$ cat src/rtl/cmp_pkg.sv
// rtl/cmp_pkg.sv - compare mode encodings shared by the tracker, its core and the interface
package cmp_pkg;

  typedef enum logic [1:0] {
    CMP_GT = 2'b00,
    CMP_GE = 2'b01,
    CMP_LT = 2'b10,
    CMP_EQ = 2'b11
  } cmp_mode_t;

endpackage

$ cat src/rtl/cmp_tracker_if.sv
// rtl/cmp_tracker_if.sv - operand/result bundle between the datapath, the tracker and the sort control
interface cmp_tracker_if
  import cmp_pkg::*;
#(
  parameter int WIDTH = 32,
  parameter int IDX_W = 3,
  parameter int RUN_W = 8
) ();

  logic             in_valid;
  cmp_mode_t        mode;
  logic             clear;
  logic [WIDTH-1:0] a;
  logic [WIDTH-1:0] b;
  logic             out_valid;
  logic             hit;
  logic [WIDTH-1:0] d1;
  logic [WIDTH-1:0] d2;
  logic [IDX_W-1:0] cur_idx;
  logic [IDX_W-1:0] prev_idx;
  logic             wrap;
  logic [RUN_W-1:0] run_len;
  logic [RUN_W-1:0] max_run;

  modport master (
    output in_valid, mode, clear, a, b,
    input  out_valid, hit, d1, d2, cur_idx, prev_idx, wrap, run_len, max_run
  );

  modport slave (
    input  in_valid, mode, clear, a, b,
    output out_valid, hit, d1, d2, cur_idx, prev_idx, wrap, run_len, max_run
  );

endinterface

$ cat src/rtl/cmp_core.sv
// rtl/cmp_core.sv - combinational relation evaluator for one operand pair
module cmp_core
  import cmp_pkg::*;
#(
  parameter int WIDTH  = 32,
  parameter bit SIGNED = 1'b0
) (
  input  logic [WIDTH-1:0] i_a,
  input  logic [WIDTH-1:0] i_b,
  input  cmp_mode_t        i_mode,
  output logic             o_hit
);

  // Flipping the sign bit maps two's-complement order onto unsigned order.
  localparam logic [WIDTH-1:0] SIGN_FLIP = SIGNED ? {1'b1, {(WIDTH-1){1'b0}}} : '0;

  logic [WIDTH-1:0] w_a;
  logic [WIDTH-1:0] w_b;
  logic             w_gt;
  logic             w_eq;

  assign w_a  = i_a ^ SIGN_FLIP;
  assign w_b  = i_b ^ SIGN_FLIP;
  assign w_gt = (w_a > w_b);
  assign w_eq = (i_a == i_b);

  always_comb begin
    o_hit = 1'b0;
    case (i_mode)
      CMP_GT:  o_hit = w_gt;
      CMP_GE:  o_hit = w_gt | w_eq;
      CMP_LT:  o_hit = ~w_gt & ~w_eq;
      CMP_EQ:  o_hit = w_eq;
      default: o_hit = 1'b0;
    endcase
  end

endmodule

$ cat src/rtl/cmp_tracker.sv
// rtl/cmp_tracker.sv - registered compare with hit-run position index and run-length statistics
module cmp_tracker
  import cmp_pkg::*;
#(
  parameter int WIDTH  = 32,
  parameter int IDX_W  = 3,
  parameter int RUN_W  = 8,
  parameter bit SIGNED = 1'b0
) (
  input logic           clk,
  input logic           rst_n,
  cmp_tracker_if.slave  bus
);

  localparam logic [IDX_W-1:0] IDX_ONES = '1;
  localparam logic [RUN_W-1:0] RUN_MAX  = '1;

  logic             w_hit;
  logic [RUN_W-1:0] w_base;
  logic [RUN_W-1:0] w_base_max;
  logic [RUN_W-1:0] w_run_next;
  logic [RUN_W-1:0] w_max_next;

  logic             r_out_valid;
  logic             r_hit;
  logic [WIDTH-1:0] r_d1;
  logic [WIDTH-1:0] r_d2;
  logic [IDX_W-1:0] r_cur_idx;
  logic [IDX_W-1:0] r_prev_idx;
  logic             r_wrap;
  logic [RUN_W-1:0] r_run_len;
  logic [RUN_W-1:0] r_max_run;

  cmp_core #(
    .WIDTH  (WIDTH),
    .SIGNED (SIGNED)
  ) u_core (
    .i_a    (bus.a),
    .i_b    (bus.b),
    .i_mode (bus.mode),
    .o_hit  (w_hit)
  );

  // clear only rebases the statistics, so a clear on a hit restarts the run at 1.
  assign w_base     = bus.clear ? '0 : r_run_len;
  assign w_base_max = bus.clear ? '0 : r_max_run;

  always_comb begin
    w_run_next = w_base;
    if (bus.in_valid) begin
      if (!w_hit)
        w_run_next = '0;
      else if (w_base != RUN_MAX)
        w_run_next = w_base + 1'b1;
    end
  end

  assign w_max_next = (w_run_next > w_base_max) ? w_run_next : w_base_max;

  always_ff @(posedge clk) begin
    if (!rst_n) begin
      r_out_valid <= 1'b0;
      r_hit       <= 1'b0;
      r_d1        <= '0;
      r_d2        <= '0;
      r_cur_idx   <= '0;
      r_prev_idx  <= IDX_ONES;
      r_wrap      <= 1'b0;
      r_run_len   <= '0;
      r_max_run   <= '0;
    end else begin
      r_out_valid <= bus.in_valid;
      r_run_len   <= w_run_next;
      r_max_run   <= w_max_next;
      r_wrap      <= 1'b0;
      if (bus.in_valid) begin
        r_hit <= w_hit;
        r_d1  <= bus.a;
        r_d2  <= bus.b;
        if (w_hit) begin
          r_prev_idx <= r_cur_idx;
          r_cur_idx  <= r_cur_idx + 1'b1;
          r_wrap     <= (r_cur_idx == IDX_ONES);
        end else begin
          r_cur_idx  <= '0;
          r_prev_idx <= IDX_ONES;
        end
      end
    end
  end

  assign bus.out_valid = r_out_valid;
  assign bus.hit       = r_hit;
  assign bus.d1        = r_d1;
  assign bus.d2        = r_d2;
  assign bus.cur_idx   = r_cur_idx;
  assign bus.prev_idx  = r_prev_idx;
  assign bus.wrap      = r_wrap;
  assign bus.run_len   = r_run_len;
  assign bus.max_run   = r_max_run;

endmodule

$ cat src/flat_wrapper.sv
// flat-port wrapper written by rule: the top's interface ports become plain ports
module cmp_tracker_flat import cmp_pkg::*;
#(
  parameter int WIDTH  = 32,
  parameter int IDX_W  = 3,
  parameter int RUN_W  = 8,
  parameter bit SIGNED = 1'b0
)
  (clk, rst_n, bus_in_valid, bus_mode, bus_clear, bus_a, bus_b, bus_out_valid, bus_hit, bus_d1, bus_d2, bus_cur_idx, bus_prev_idx, bus_wrap, bus_run_len, bus_max_run);
  cmp_tracker_if #(.WIDTH(WIDTH), .IDX_W(IDX_W), .RUN_W(RUN_W)) bus_i ();
  input logic clk;
  input logic rst_n;
  input wire logic [$bits(bus_i.in_valid)-1:0] bus_in_valid;
  input wire logic [$bits(bus_i.mode)-1:0] bus_mode;
  input wire logic [$bits(bus_i.clear)-1:0] bus_clear;
  input wire logic [$bits(bus_i.a)-1:0] bus_a;
  input wire logic [$bits(bus_i.b)-1:0] bus_b;
  output wire logic [$bits(bus_i.out_valid)-1:0] bus_out_valid;
  output wire logic [$bits(bus_i.hit)-1:0] bus_hit;
  output wire logic [$bits(bus_i.d1)-1:0] bus_d1;
  output wire logic [$bits(bus_i.d2)-1:0] bus_d2;
  output wire logic [$bits(bus_i.cur_idx)-1:0] bus_cur_idx;
  output wire logic [$bits(bus_i.prev_idx)-1:0] bus_prev_idx;
  output wire logic [$bits(bus_i.wrap)-1:0] bus_wrap;
  output wire logic [$bits(bus_i.run_len)-1:0] bus_run_len;
  output wire logic [$bits(bus_i.max_run)-1:0] bus_max_run;
  assign bus_i.in_valid = bus_in_valid;
  assign bus_i.mode = bus_mode;
  assign bus_i.clear = bus_clear;
  assign bus_i.a = bus_a;
  assign bus_i.b = bus_b;
  assign bus_out_valid = bus_i.out_valid;
  assign bus_hit = bus_i.hit;
  assign bus_d1 = bus_i.d1;
  assign bus_d2 = bus_i.d2;
  assign bus_cur_idx = bus_i.cur_idx;
  assign bus_prev_idx = bus_i.prev_idx;
  assign bus_wrap = bus_i.wrap;
  assign bus_run_len = bus_i.run_len;
  assign bus_max_run = bus_i.max_run;
  cmp_tracker #(.WIDTH(WIDTH), .IDX_W(IDX_W), .RUN_W(RUN_W), .SIGNED(SIGNED)) u_core (.clk(clk), .rst_n(rst_n), .bus(bus_i));
endmodule
$ cat config.mk
export PLATFORM = sky130hd
export DESIGN_NAME = cmp_tracker_flat
export DESIGN_NICKNAME = d
export VERILOG_FILES = /design/src/rtl/cmp_pkg.sv /design/src/rtl/cmp_tracker_if.sv /design/src/rtl/cmp_core.sv /design/src/rtl/cmp_tracker.sv /design/src/flat_wrapper.sv
export SDC_FILE = /design/constraint.sdc
export NUM_CORES = 1
export LEC_CHECK = 0
export CORE_MARGIN = 3
export CORE_UTILIZATION = 34
export CTS_BUF_LIST = sky130_fd_sc_hd__clkbuf_2 sky130_fd_sc_hd__clkbuf_4 sky130_fd_sc_hd__clkbuf_8
export CTS_CLUSTER_DIAMETER = 100
export DETAILED_ROUTE_END_ITERATION = 8
export GPL_ROUTABILITY_DRIVEN = 0
export SLEW_MARGIN = 20
export SYNTH_ARGS = -nofsm -noshare
export SYNTH_HDL_FRONTEND = slang
export SYNTH_SLANG_ARGS = --single-unit
$ cat constraint.sdc
create_clock -name clk -period 9.2 [get_ports clk]
set_input_delay 1.84 -clock clk [delete_from_list [all_inputs] [get_ports clk]]
set_output_delay 1.84 -clock clk [all_outputs]
set_load 0.1 [all_outputs]
==> run_1/layer_met3.png <==
Scale bar: 20 um.
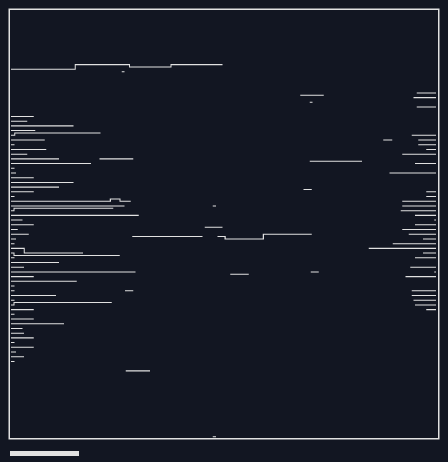
- share of all routed wire: 7.6%
- nets with wire on the layer: 93
- main direction: horizontal
- wire length on this layer: 933 um
- longest straight run: 36.6 um
DR vias: 3889
Post-Route WL: 12200 um
routing usage on met3: 5.22%

==> run_1/placement.png <==
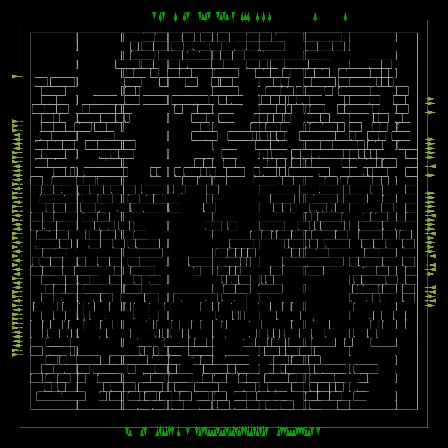
Filler Cell Count: 1270
Seq/total area: 26.8%

==> results.tsv, run 1 <==
stage	metric	value	unit
yosys	yosysTopAreaCell	dfxtp_1	
clock_network	cts.sinks	89	
run	cap_violations	0	
clock_network	post_cts_resized	0	
timing	max_clock_freq	0.172	GHz
pwr	peakVddDrop	68.7	uV
die	dieWidth	124	um
timing	maxSlewViolCount	0	
yosys	synth.distinct_cells	50	
pwr	p_seq_share	39.0	%
pwr	p_per_area	160	nW/um^2
finish	final_nets	753	
routing	drtPass1Iterations	4	
timing	fin_tns_setup	0	ns
timing	finalCritPeriodShare	63.3	%
yosys	yosysChipArea	4700	um^2
routing	drtIter0Drc	118	
routing	top_layer	met4	
setup_path	critical_path.top_delay_family	simple AND/OR/NAND/NOR gates	
worst_hold_path	min_path_cells	1	
global_routing	use_met1	19.9	%
yosys	ys_seq_share	37.9	%
routing	wl_met2	5720	um
yosys	synth.avg_cell_area	9.57	um^2
yosys	async_flop_share	0	%
die	initCoreUtil	35.1	%
global_routing	track_usage	16.4	%
yosys	synth.cell_area	4700	um^2
clock_network	post_cts_buffers	0	
setup_path	required	9.47	ns
worst_hold_path	hp-class	flip-flop to flip-flop	
yosys	ys_warn_count	0	
setup_path	critPathMaxFanout	21	
setup_path	critPathBufInv	2	
pwr	switching_share	35.3	%
finish	area_delta_synth_final	41.4	%
setup_path	r2r_end	u_core.bus.max_run[7]	
yosys	syn_inst	491	
pwr	power-top-group	registers	
global_routing	grt_max_degree	90	
clock_network	ctsHoldBuffers	0	
setup_path	start_kind	primary input	
timing	relSlewSlack	31.3	%
pwr	p_seq	416	uW
setup_path	worstSetupStartpoint	bus_b[31]	
yosys	ys_cells	491	
setup_path	crit_type	primary input to flip-flop	
place	dp_cells	805	
setup_path	crit_chain	clkdlybuf4s50_1 -> inv_1 -> ha_1 -> nand4_1 -> nor3_1 -> nand3_1 -> a31oi_2 -> o2bb2ai_2 -> or3_4 -> and2_4 -> ha_1 -> nor2b_1 -> o21a_1 -> o21a_1 -> o21ai_0 -> nand3b_1 -> and2_1 -> a31oi_1 -> nor2b_1	
clock_network	htree_levels	3	
outcome	outcome	finished, final reports clean	
timing	hold_ws	0.504	ns
setup_path	cp_data_arrival_time	6.09	ns
finish	finalNonFillerCells	822	
global_routing	grt_pass1_vias	3987	
routing	drt-met1-wl	5280	um
clock_network	clk_pin_slew_worst_paths	0.09	ns
==> run_1/placement_by_type.png <==
Fill, decap, tap and diode cells in grey.
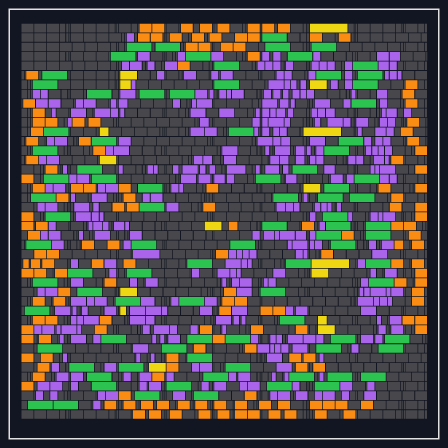
- clock drivers and dummy loads: yellow (cells 16; share of their area 3.8%)
- flops: green (cells 89; share of their area 28%)
- other buffers and delay cells: orange (cells 160; share of their area 25%)
- combinational and other logic: purple (cells 380; share of their area 44%)
final core utilization: 49.6%
CORE AREA: 13400 um^2
num rows: 42

## run 1: cells by family after synthesis
group | after synthesis | share of synthesized area [%]
adders and majority gates | 43 | 11.5
and+or+nand+nor | 176 | 22.7
xor gates and xnor gates | 5 | 0.932
buffers and inverters | 55 | 4.93
muxes | 65 | 13.8
DFF | 89 | 37.9
AOI/OAI and AO/OA | 58 | 8.23
## run 1: area by class of cell
type / instances / area (um^2)
multi-input cells: 347 / 2690
repair buffers: 160 / 1590
clock buffers: 9 / 124
fillers: 1270 / 6760
flip-flops and latches: 89 / 1780
inverters: 33 / 124
diodes: 1 / 2.50
clock inverters: 7 / 119
well taps: 176 / 220
## run 1: state kept, by name, indices dropped and copies added, names as in the netlist
name,count
u_core.bus.run_len,8
u_core.bus.d1,32
u_core.bus.d2,32
u_core.bus.prev_idx,3
u_core.bus.out_valid,1
u_core.bus.max_run,8
u_core.bus.wrap,1
u_core.bus.hit,1
u_core.bus.cur_idx,3
## run 1: cell usage after synthesis (2+ instances only)
| library cell | n |
|---|---|
| xor2_1 | 2 |
| o21ai_0 | 9 |
| a2bb2oi_1 | 3 |
| nand4_2 | 2 |
| and3_1 | 9 |
| a211oi_1 | 2 |
| buf_1 | 3 |
| nor2_1 | 15 |
| xnor2_1 | 3 |
| nor2b_1 | 79 |
| nand3_1 | 8 |
| o21a_1 | 6 |
| a31oi_1 | 5 |
| and2_1 | 9 |
| mux2i_1 | 65 |
| nor3_1 | 7 |
| dfxtp_1 | 89 |
| clkbuf_1 | 16 |
| ha_1 | 43 |
| buf_6 | 2 |
| nand2_1 | 15 |
| inv_1 | 33 |
| nand2b_1 | 8 |
| nand4_1 | 11 |
| a21o_1 | 2 |
| a21oi_1 | 21 |
==> run_1/io_fan.png <==
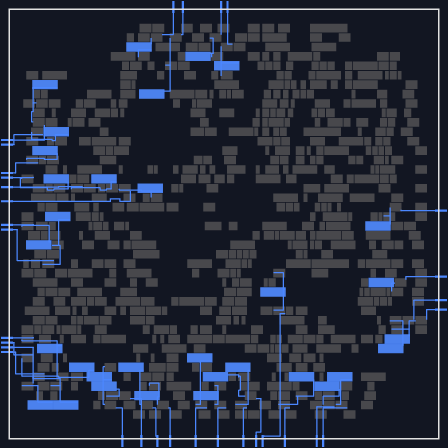

==> run 1 -> run 2 <==
- clock period: 9.2 -> 6 ns (I/O delays scaled with it)
==> run_2/io_fan.png <==
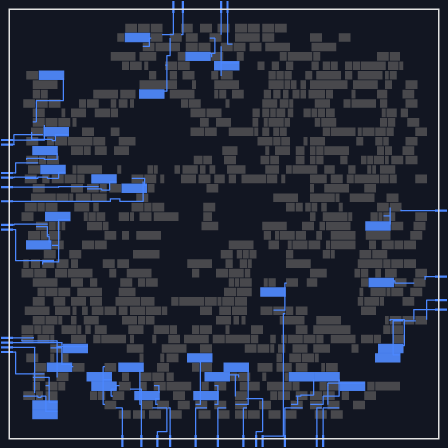
- bus_d2: blue (bits 32; direction output; edge 12 bottom, 12 left, 4 top, 4 right; end cells 32; buffers 32; wire 859 um)
I/O Buffers: 158
IO Pins: 159

==> run_2/placement.png <==
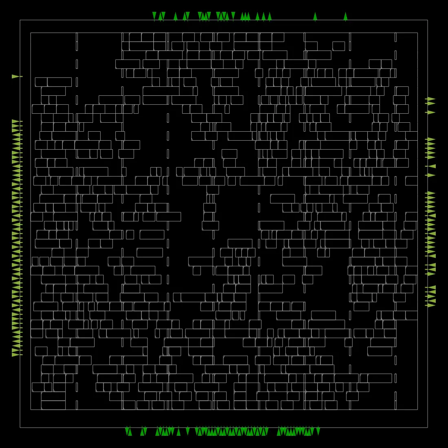
final cell count without fillers: 822
registers: 89
tap cells: 176

==> run 2 against run 1 <==
  * Setup slack worse by 2.5 ns
  * Core utilization unchanged
  * Clock power up 54%
  * Critical endpoint is now u_core.bus.max_run[6]
  * Largest power group unchanged
==> results.tsv, run 2 <==
stage	metric	value	unit	change
setup_path	critPathSlowestCell	clkdlybuf4s50_1		
routing	drtPass1Iterations	4		unchanged
timing	maxSlewViolCount	0		unchanged
setup_path	critPathMaxFanout	21		unchanged
yosys	syn_inst	491		unchanged
timing	final.setup.worst_slack	0.865	ns	
pwr	p_total	1640	uW	
global_routing	grt_max_degree	90		unchanged
yosys	ys_top_logic_family	simple AND/OR/NAND/NOR gates		
setup_path	critical_path.top_delay_family	simple AND/OR/NAND/NOR gates		
worst_hold_path	hp-class	flip-flop to flip-flop		
yosys	mux_share	13.8	%	unchanged
setup_path	critPathBufInv	2		unchanged
finish	area_delta_synth_final	41.4	%	unchanged
routing	via_per_inst	4.73		
routing	post_drt_wl_per_cell	14.9	um	
yosys	synth.avg_cell_area	9.57	um^2	unchanged
yosys	ys_top_cells_by_count	dfxtp_1 (89), nor2b_1 (79), mux2i_1 (65)		
finish	fillers	1274		+0.31%
setup_path	crit_type	primary input to flip-flop		
clock_network	cts.sinks	89		unchanged
global_routing	grt_pass1_vias	4009		+0.55%
yosys	synth.distinct_cells	50		unchanged
yosys	adder_share	11.5	%	unchanged
timing	final_hold_viol_count	0		
worst_hold_path	hold_start	u_core.bus.hit		
timing	finalCritPeriodShare	85.6	%	
run	cap_violations	0		unchanged
yosys	ys_seq_share	37.9	%	unchanged
setup_path	cp_data_arrival_time	5.40	ns	-0.69 ns
yosys	compound_area_share	8.23	%	unchanged
yosys	ys_cells	491		unchanged
yosys	yosysTopAreaCell	dfxtp_1		
place	place_ws	0.418	ns	
die	chipArea	15300	um^2	
yosys	async_flop_share	0	%	unchanged
yosys	synthTopCellsByArea	dfxtp_1 (38%), mux2i_1 (14%), ha_1 (11%), nor2b_1 (11%), inv_1 (2.6%)		
setup_path	r2r_end	u_core.bus.max_run[7]		
timing	setup_viol	0		
clock_network	worstSkewPairLatency	0.37	ns	
pwr	peakVddDrop	112	uV	+63%
setup_path	ff2ff_path_depth	15		
finish	final_nets	753		unchanged
clock_network	cts_root_buf	clkbuf_8		
die	core_area	13400	um^2	unchanged
setup_path	setup.worst_path.end_class	flip-flop		
pwr	p_per_area	246	nW/um^2	+54%
yosys	yosys.area_share.xor_xnor	0.932	%	unchanged
finish	final_cell_area	6650	um^2	
yosys	synth_top_area_share	37.9	%	
yosys	ys_warn_count	0		unchanged
die	die_h	124	um	
routing	drtIter0Drc	117		-0.85%
timing	max_clock_freq	0.195	GHz	
clock_network	ctsHoldBuffers	0		unchanged
yosys	ys_ff	89		
setup_path	required	6.27	ns	-3.20 ns
yosys	synth_top_cell_by_count	dfxtp_1		
clock_network	htree_levels	3		unchanged
clock_network	tritoncts	built		
yosys	synth.cell_area	4700	um^2	unchanged
clock_network	clk_pin_slew_worst_paths	0.09	ns	about the same
finish	final_cell_mix	clkdlybuf4s50_1 (156), dfxtp_1 (89), nor2b_1 (79), mux2i_1 (65), ha_1 (43)		
global_routing	grt_pass1_wl	19800	um	
routing	wl	12300	um	+0.64%
die	initCoreUtil	35.1	%	unchanged
place	placed_area	6400	um^2	
setup_path	start_kind	primary input		
routing	vias	3884		-0.13%
die	dieWidth	124	um	unchanged
routing	ant_nets	0		
yosys	ys.flop_type	dfxtp_1		
clock_network	post_cts_buffers	0		unchanged
finish	final_core_util	49.6	%	unchanged
setup_path	crit_chain	clkdlybuf4s50_1 -> inv_1 -> ha_1 -> nand4_1 -> nor4_4 -> nor3_1 -> a31oi_2 -> o2bb2ai_2 -> or3_4 -> and2_4 -> ha_1 -> nor2b_1 -> o21a_1 -> o21a_1 -> o21ai_0 -> nand3b_1 -> and2_1 -> a31oi_1 -> nor2b_1		
timing	fin_tns_setup	0	ns	unchanged
global_routing	track_usage	16.6	%	+0.19 points
yosys	synthSimpleGateAreaFrac	22.7	%	unchanged
clock_network	post_cts_resized	0		unchanged
die	row_count	42		unchanged
timing	fin_skew	0.00297	ns	
yosys	synth-edff-count	0		
outcome	outcome	finished, final reports clean		
timing	relSlewSlack	30.6	%	-0.61 points
worst_hold_path	min_path_cells	1		unchanged
routing	drcViolationCount	0		
yosys	yosysChipArea	4700	um^2	unchanged
run 2: cell counts in the layout (fill, tap and decap cells not counted):
No cell type changed its count.
run 2: through the flow:
stage,hold slack [ns],cells
after CTS,0.496,821
after floorplan,0.922,491
final,0.490,822
after global routing,0.508,822
after detailed placement,0.474,805
after global placement,0.491,805
run 2: power by group:
part	total [uW]	switching, uW	leakage [uW]	internal (uW)
sequential	637	16.1	0.000732	621
combinational	495	335	0.00202	159
clock	504	227	0.000115	276
total	1640	579	0.00287	1060
run 2: how the worst max path moves through the flow:
stage,slack [ns],depth (start not counted),from,to
finish,0.87,19,bus_b[10],u_core.bus.max_run[6]
global route,0.50,19,bus_b[31],u_core.bus.max_run[2]
CTS,0.83,19,bus_b[31],u_core.bus.max_run[3]
detailed placement,0.42,19,bus_b[31],u_core.bus.max_run[3]
global placement,0.53,19,bus_b[31],u_core.bus.max_run[2]
floorplan,1.39,19,bus_b[19],u_core.bus.max_run[2]
run 2: area by class of cell:
| type | instances | area, um^2 | share of cell area, % |
|---|---|---|---|
| inverter | 33 | 124 | 1.86 |
| clock buffer | 9 | 124 | 1.86 |
| multi-input combinational | 347 | 2690 | 40.4 |
| clock inverter | 7 | 119 | 1.79 |
| sequential | 89 | 1780 | 26.8 |
| antenna | 1 | 2.50 | 0.0377 |
| tap | 176 | 220 | 3.31 |
| timing repair buffer | 160 | 1590 | 23.9 |
run 2: per-layer routing:
metal  GRT usage, %  vias up  wire length [um]  share of wire, %
met5              0        -                 0                 0
met4           6.92        0               265               2.2
met3           5.44       14               924               7.5
met2           27.3      105              5670                46
met1           20.0     1772              5400                44
li1               -     1993                 -                 -
Power figures rest on the tool's default switching activity, not on a simulated workload.
